==> images/met1.png <==
Bar = 20 um. Supply wires on this layer in grey.
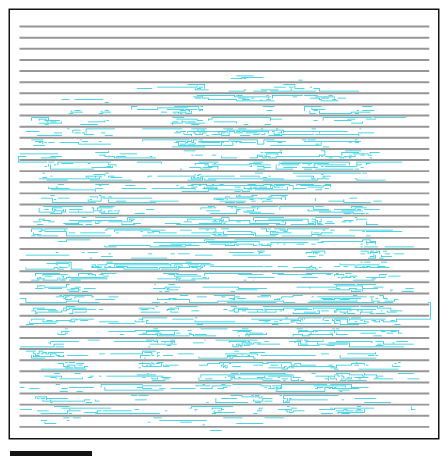
==> images/met2.png <==
Cells faint in the background.
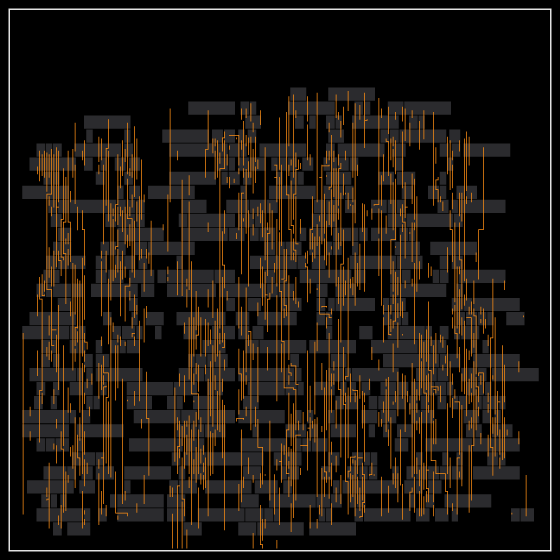
==> images/met3.png <==
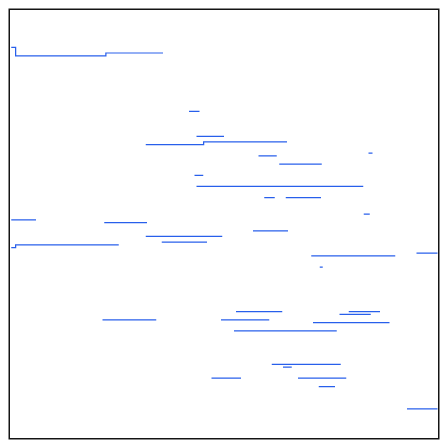
==> images/wire_density.png <==
21 x 21 tiles, from dark blue (low) to red (high), scaled to the fullest tile. Values are wire area over tile area, all layers added.
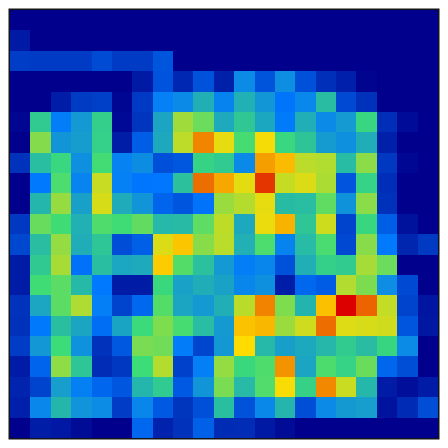
==> images/final_congestion.png <==
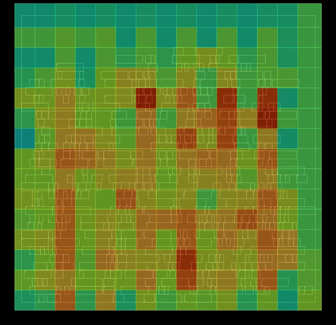
Design sfx_arbiter, sky130hd; sources not shown.
==> Changelog: implementation <==
## Flow update

- Status: finished clean
- Ant diodes: 0
- Fillers: 972
- First-pass GRT wire length: 16,900 um
- R2R setup slack: 0.28 ns
- Routability congestion estimate: 0.840
- Die area: 0.0110 mm^2
- Chip area line of the yosys report: 0.00406 mm^2
- Peak VDD IR: 254 uV
- Max-area cell share: 42.6%
- FP Rows: 36
- Port Buffers: 11
- Synth top cell by count: dfrtp_1
- Fmax: 349 MHz
- Top post-synthesis cells by count: dfrtp_1, nand2_1, o21ai_0
- Crit Path Max Fanout: 30
- Ys cells: 484
- FF+latch area: 0.00173 mm^2
- Post-Syn Nets: 497
- Yosys cell types: 56
- Worst skew pair latency: 0.36 ns
- CTS Sinks: 69
- Reg2Reg Depth: 9
- Max FFs per register: 23
- Worst-path clk slew: 0.08 ns
- P&R area growth vs syn: 13.6%
- Longest Clk Path Bufs: 2
- Crit path time final: 2.87 ns
- Worst slew pin tran: 0.904 ns
- Initial antenna violation count: 0
- Post-Layout Inst Area: 0.00461 mm^2
- Ys Warns: 0
- Seq share, synth: 42.6%
- Antenna-violating nets left: 0
- Final Cycle Share: 91.0%
- Vias in the first global route: 3,562
- Via density: 5.66
- Post-synthesis instance total: 484
- DP HPWL: 6600 um
- Number of logged tool warnings: 27
Back to the opening pictures, met1.png:
nets with wire on the layer: 469
wire length on this layer: 4,470 um
main direction: horizontal
longest straight run: 35.0 um
Vias: 3,614
grt met1 use: 24.6%

Back to the opening pictures, met2.png:
main direction: vertical
nets with wire on the layer: 415
wire length on this layer: 4,810 um
longest straight run: 35.0 um
share of all routed wire: 49%
grt met2 use: 31.8%
drt total wl: 9770 um

Back to the opening pictures, met3.png:
share of all routed wire: 4.1%
main direction: horizontal
longest straight run: 40.5 um
nets with wire on the layer: 21
M3 GR Usage: 3.93%

Back to the opening pictures, wire_density.png:
fullest tile: 0.49
nearly empty tiles: 23%
emptiest ninth of the die: north-east
tiles over half the peak: 21%
densest ninth of the die: centre
mean over tiles: 0.14
wire length per cell: 15.3 um
GRT Overall Usage: 19.0%

Back to the opening pictures, final_congestion.png:
Util after Layout: 46.9%
most used routing layer: met2

## metrics by stage
stage	setup slack (ns)	hold slack [ns]	std cells	total power, uW
2_1_floorplan	0.577	0.234	484	1400
3_3_place_gp	-0.104	0.369	622	1660
3_5_place_dp	0.303	0.370	622	1670
4_1_cts	0.282	0.385	638	2510
5_1_grt	0.0679	0.417	638	2610
6_report	0.284	0.365	638	2480
## area by class of cell
type                       count  share of cell area [%]
multi-input combinational    371                    47.1
sequential                    69                    37.5
timing repair buffer          27                    5.16
tap                          133                    3.61
clock buffer                  10                    2.99
clock inverter                 6                    1.87
inverter                      22                    1.79
## layer usage
metal / share of wire (%) / vias to the layer above
li1: - / 1788
met1: 46 / 1755
met2: 49 / 63
met3: 4.1 / 8
met4: 0.93 / 0
met5: 0 / -
## worst max-delay path, stage by stage (launching register included)
cell,delay (ns)
dfrtp_1,0.42
nor2_2,0.17
inv_2,0.06
ha_1,0.28
and3_1,0.19
a311oi_4,0.06
a21o_1,0.24
nor2_4,0.57
nand2_1,0.37
o31ai_1,0.31
## layout by cell type, fill, tap and decap left out, drive strengths merged, types with 12 or more instances in the layout
master / n
a21oi: 19
a31oi: 23
buf: 17
dfrtp: 69
inv: 22
nand2: 66
nand3: 37
nand4: 12
nor2: 42
o21ai: 57
## report_power, final
part / internal [uW] / switching (uW)
clock network: 466 / 363
logic: 274 / 400
registers: 931 / 47.8
total: 1670 / 811
## kinds of logic after synthesis
kind of cell / count (synthesis) / synth area share, %
muxes: 1 / 0.247
AOI/OAI and AO/OA: 130 / 20.4
adders and majority gates: 6 / 1.85
buffers and inverters: 44 / 4.56
DFF: 69 / 42.6
and+or+nand+nor: 225 / 28.4
xor gates and xnor gates: 9 / 1.94
No activity file was given, so power comes from the tool's default toggle rates.
